<file path="src/rtl/cis_scan_sequencer.sv">
// -----------------------------------------------------------------------------
// cis_scan_sequencer
//
// Runs a finite scan job on the CIS controller in event mode. Each RGB triplet
// is requested with one EXTERNAL_START pulse. Pulses are spaced by a
// programmable period, clamped to a minimum, and are held back while the
// downstream line buffer is almost full. Completed triplets are counted from
// the controller's SI_TOGGLE / SI_CNT outputs. A triplet that never completes
// ends the job with a sticky timeout flag.
//
// Ports:
//   CLK          system clock
//   RST          synchronous reset, active low
//   CMD_START    one-cycle pulse, starts a job (only accepted while idle)
//   CMD_ABORT    one-cycle pulse, cancels the running job without DONE
//   LINE_TOTAL   triplets to acquire (latched at start)
//   LINE_PERIOD  clocks between trigger rises (latched at start, clamped)
//   FIFO_AFULL   downstream buffer almost full, holds the next trigger
//   SI_TOGGLE    toggles at each line start (from CIS controller)
//   SI_CNT       colour index of the line just started, 0=R 1=G 2=B
//   MODE         CIS controller mode, MODE_IDLE while not busy
//   EXT_START    CIS controller EXTERNAL_START
//   BUSY         job in progress
//   DONE         one-cycle pulse at job end (normal or timeout)
//   ERR_TIMEOUT  sticky timeout flag, cleared by the next accepted start
//   LINES_DONE   triplets completed in the current / last job
// -----------------------------------------------------------------------------
module cis_scan_sequencer #(
    parameter int                   CNT_WIDTH       = 24,
    parameter int                   LINES_WIDTH     = 16,
    parameter logic [CNT_WIDTH-1:0] PERIOD_MIN      = 24'd8064,
    parameter int                   START_PULSE_LEN = 4,
    parameter logic [CNT_WIDTH-1:0] TIMEOUT_CYC     = 24'd100000,
    parameter logic [1:0]           MODE_IDLE       = 2'd0
) (
    input  logic                   CLK,
    input  logic                   RST,
    input  logic                   CMD_START,
    input  logic                   CMD_ABORT,
    input  logic [LINES_WIDTH-1:0] LINE_TOTAL,
    input  logic [CNT_WIDTH-1:0]   LINE_PERIOD,
    input  logic                   FIFO_AFULL,
    input  logic                   SI_TOGGLE,
    input  logic [1:0]             SI_CNT,
    output logic [1:0]             MODE,
    output logic                   EXT_START,
    output logic                   BUSY,
    output logic                   DONE,
    output logic                   ERR_TIMEOUT,
    output logic [LINES_WIDTH-1:0] LINES_DONE
);

    localparam logic [1:0]           MODE_EVENT  = 2'd2;
    localparam logic [3:0]           PULSE_LAST  = 4'(START_PULSE_LEN - 1);
    localparam logic [CNT_WIDTH-1:0] TMO_LAST    = TIMEOUT_CYC - CNT_WIDTH'(1);

    typedef enum logic [2:0] {
        S_IDLE,
        S_ARM,
        S_TRIG,
        S_WAIT,
        S_DONE
    } state_t;

    state_t                 state;
    state_t                 next_state;

    logic [LINES_WIDTH-1:0] total_lat;
    logic [CNT_WIDTH-1:0]   period_lat;
    logic [CNT_WIDTH-1:0]   period_clamped;
    logic [CNT_WIDTH-1:0]   per_cnt;
    logic [CNT_WIDTH-1:0]   tmo_cnt;
    logic [3:0]             pulse_cnt;
    logic                   tgl_d;
    logic                   trig_evt;
    logic                   zero_pend;

    logic                   start_ok;
    logic                   triplet;
    logic                   evt_count;
    logic                   period_ok;
    logic                   pulse_last;
    logic                   timeout_hit;
    logic [LINES_WIDTH-1:0] lines_inc;
    logic [LINES_WIDTH-1:0] lines_after;

    assign period_clamped = (LINE_PERIOD < PERIOD_MIN) ? PERIOD_MIN : LINE_PERIOD;

    // A zero-length job stays in IDLE for one cycle to emit its DONE pulse;
    // a second start in that cycle is not taken.
    assign start_ok  = (state == S_IDLE) && CMD_START && !CMD_ABORT && !zero_pend;

    // A triplet ends when the controller wraps from B back to R.
    assign triplet   = (SI_TOGGLE ^ tgl_d) && (SI_CNT == 2'd0);
    assign evt_count = triplet && ((state == S_TRIG) || (state == S_WAIT));

    // per_cnt reads 0 in the cycle EXT_START rises, so reaching period-1 here
    // puts the next rise exactly one period after the previous one.
    assign period_ok   = ({1'b0, per_cnt} + (CNT_WIDTH+1)'(1)) >= {1'b0, period_lat};
    assign pulse_last  = (pulse_cnt == PULSE_LAST);
    assign lines_inc   = LINES_DONE + LINES_WIDTH'(1);
    assign lines_after = triplet ? lines_inc : LINES_DONE;

    // NOTE: every signal driven here gets a default first, so no path through
    // the case statement can leave one unassigned and infer a latch.
    always_comb begin
        next_state  = state;
        timeout_hit = 1'b0;
        unique case (state)
            S_IDLE: begin
                if (start_ok && (LINE_TOTAL != '0)) begin
                    next_state = S_ARM;
                end
            end
            S_ARM: begin
                if (CMD_ABORT) begin
                    next_state = S_IDLE;
                end else if (period_ok && !FIFO_AFULL) begin
                    next_state = S_TRIG;
                end
            end
            S_TRIG: begin
                if (CMD_ABORT) begin
                    next_state = S_IDLE;
                end else if (pulse_last) begin
                    // A triplet already seen during the pulse needs no wait.
                    if (trig_evt || triplet) begin
                        next_state = (lines_after == total_lat) ? S_DONE : S_ARM;
                    end else begin
                        next_state = S_WAIT;
                    end
                end
            end
            S_WAIT: begin
                if (CMD_ABORT) begin
                    next_state = S_IDLE;
                end else if (triplet) begin
                    // The event wins over a timeout in the same cycle.
                    next_state = (lines_inc == total_lat) ? S_DONE : S_ARM;
                end else if (tmo_cnt == TMO_LAST) begin
                    next_state  = S_DONE;
                    timeout_hit = 1'b1;
                end
            end
            S_DONE: begin
                next_state = S_IDLE;
            end
            default: begin
                next_state = S_IDLE;
            end
        endcase
    end

    // NOTE: sequential state uses non-blocking assignments only, so every
    // register samples the pre-edge values of the others.
    always_ff @(posedge CLK) begin
        if (!RST) begin
            state       <= S_IDLE;
            MODE        <= MODE_IDLE;
            EXT_START   <= 1'b0;
            BUSY        <= 1'b0;
            DONE        <= 1'b0;
            ERR_TIMEOUT <= 1'b0;
            LINES_DONE  <= '0;
            total_lat   <= '0;
            period_lat  <= '0;
            per_cnt     <= '0;
            tmo_cnt     <= '0;
            pulse_cnt   <= '0;
            trig_evt    <= 1'b0;
            zero_pend   <= 1'b0;
            // Loaded from the pin so a stale level is not seen as an edge.
            tgl_d       <= SI_TOGGLE;
        end else begin
            state     <= next_state;
            tgl_d     <= SI_TOGGLE;

            // Outputs are decoded from next_state so they line up with state.
            EXT_START <= (next_state == S_TRIG);
            BUSY      <= (next_state != S_IDLE);
            MODE      <= (next_state != S_IDLE) ? MODE_EVENT : MODE_IDLE;
            DONE      <= (next_state == S_DONE) || zero_pend;
            zero_pend <= start_ok && (LINE_TOTAL == '0);

            if (start_ok) begin
                total_lat   <= LINE_TOTAL;
                period_lat  <= period_clamped;
                LINES_DONE  <= '0;
                ERR_TIMEOUT <= 1'b0;
            end else begin
                if (evt_count) begin
                    LINES_DONE <= lines_inc;
                end
                if (timeout_hit) begin
                    ERR_TIMEOUT <= 1'b1;
                end
            end

            // Preset at start so the first trigger goes out without delay.
            if (start_ok) begin
                per_cnt <= period_clamped;
            end else if ((state == S_ARM) && (next_state == S_TRIG)) begin
                per_cnt <= '0;
            end else if (per_cnt < period_lat) begin
                per_cnt <= per_cnt + CNT_WIDTH'(1);
            end

            pulse_cnt <= (state == S_TRIG) ? pulse_cnt + 4'd1 : 4'd0;
            tmo_cnt   <= (state == S_WAIT) ? tmo_cnt + CNT_WIDTH'(1) : '0;
            trig_evt  <= (state == S_TRIG) && (trig_evt || triplet);
        end
    end

endmodule

</file>
<file path="config.mk">
export PLATFORM = sky130hd
export DESIGN_NAME = cis_scan_sequencer
export DESIGN_NICKNAME = d
export VERILOG_FILES = /design/src/rtl/cis_scan_sequencer.sv
export SDC_FILE = /design/constraint.sdc
export NUM_CORES = 1
export LEC_CHECK = 0
export CAP_MARGIN = 20
export CORE_UTILIZATION = 44
export CTS_BUF_LIST = sky130_fd_sc_hd__clkbuf_2 sky130_fd_sc_hd__clkbuf_4 sky130_fd_sc_hd__clkbuf_8
export DETAILED_ROUTE_END_ITERATION = 10
export MAX_ROUTING_LAYER = met4
export SYNTH_ARGS = -nofsm -noshare
export SYNTH_HDL_FRONTEND = slang
export SYNTH_SLANG_ARGS = --single-unit
</file>
<file path="constraint.sdc">
create_clock -name CLK -period 4.9 [get_ports CLK]
set_input_delay 0.98 -clock CLK [delete_from_list [all_inputs] [get_ports CLK]]
set_output_delay 0.98 -clock CLK [all_outputs]
set_load 0.02 [all_outputs]
</file>
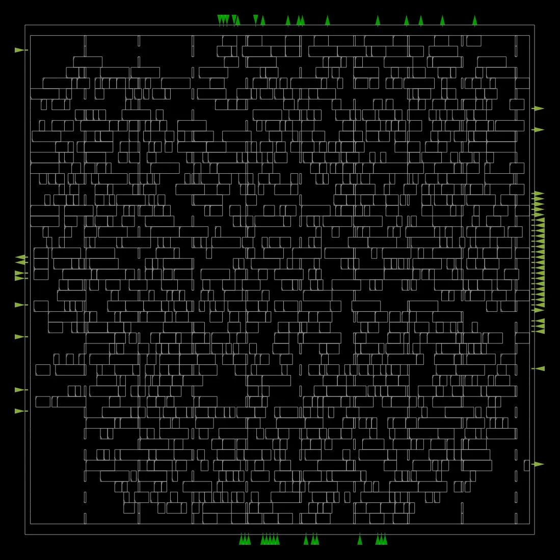
(cell placement)
sequential share of cell area: 0.279
num rows: 46

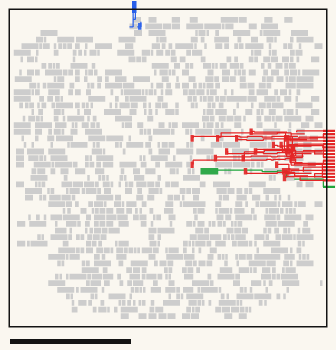
(nets reached from selected ports)
Scale bar: 50 um.
Blue shows `SI_CNT`, direction input, edge top, end cells 1, buffers 2, wire 15.0 um. Red shows `LINE_TOTAL`, direction input, edge right, end cells 20, buffers 16, wire 659 um. Green shows `DONE`, direction output, edge right, end cells 1, buffers 1, wire 48.1 um.

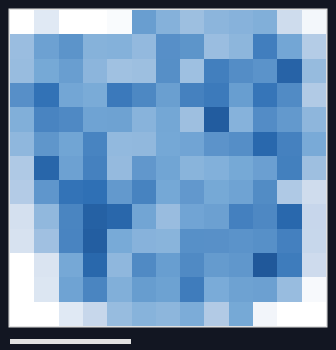
(cell density map)
Scale bar: 50 um. 13 x 13 tiles, from white (low) to dark blue (high), 0 to 100% covered.
The fullest tile reaches 84%. The mean over all tiles is 48%. 5.9% of the tiles are over 75% full. The emptiest ninth of the die: bottom left. 5.3% of the tiles are nearly empty.

==> flow_metrics.tcl <==
# place-and-route summary
set metrics [dict create \
    slowest_stage "a2111oi_0" \
    setup.worst_path.start "per_cnt[0]" \
    synth_top_area_share 0.325 \
    cts_buffers 17 \
    min_to "tmo_cnt[0]" \
    endpoint "per_cnt[11]" \
    ir_drop_v 0.000182 \
    slew_violations 0 \
    timing.rr.start "per_cnt[0]" \
    status "finished clean" \
    cts_hold_buf 0 \
    setup_ws_ns 0.542 \
    antenna_found_initial 0 \
    critPathMaxStageDelay_ns 0.48 \
    insertion_delay_ns 0.44 \
    wl_met1_um 10000 \
    cts-root-buf "clkbuf_8" \
    portBuffers 68 \
    grt_pass1_wl_um 31500 \
    period_used_share 0.889 \
    critPathLaunchType "flop" \
    synth.net_count 1009 \
    area_growth_pct 16.6 \
    rsz0062_at_grt "false" \
    warnings 27 \
    synthTopCellsByCount "nand2_1, dfxtp_1, a21oi_1" \
    die_area_um2 17000 \
    syn_avg_cell_area_um2 8.00 \
    drt.antenna.violating_nets 0 \
    flops 118 \
    comb_area_um2 4550 \
    fillCellCount 1607 \
    ys.flop_type "dfxtp_1" \
    min_path_type "flop to flop" \
    nClkBuffers 20 \
    fmax_ghz 0.229 \
]
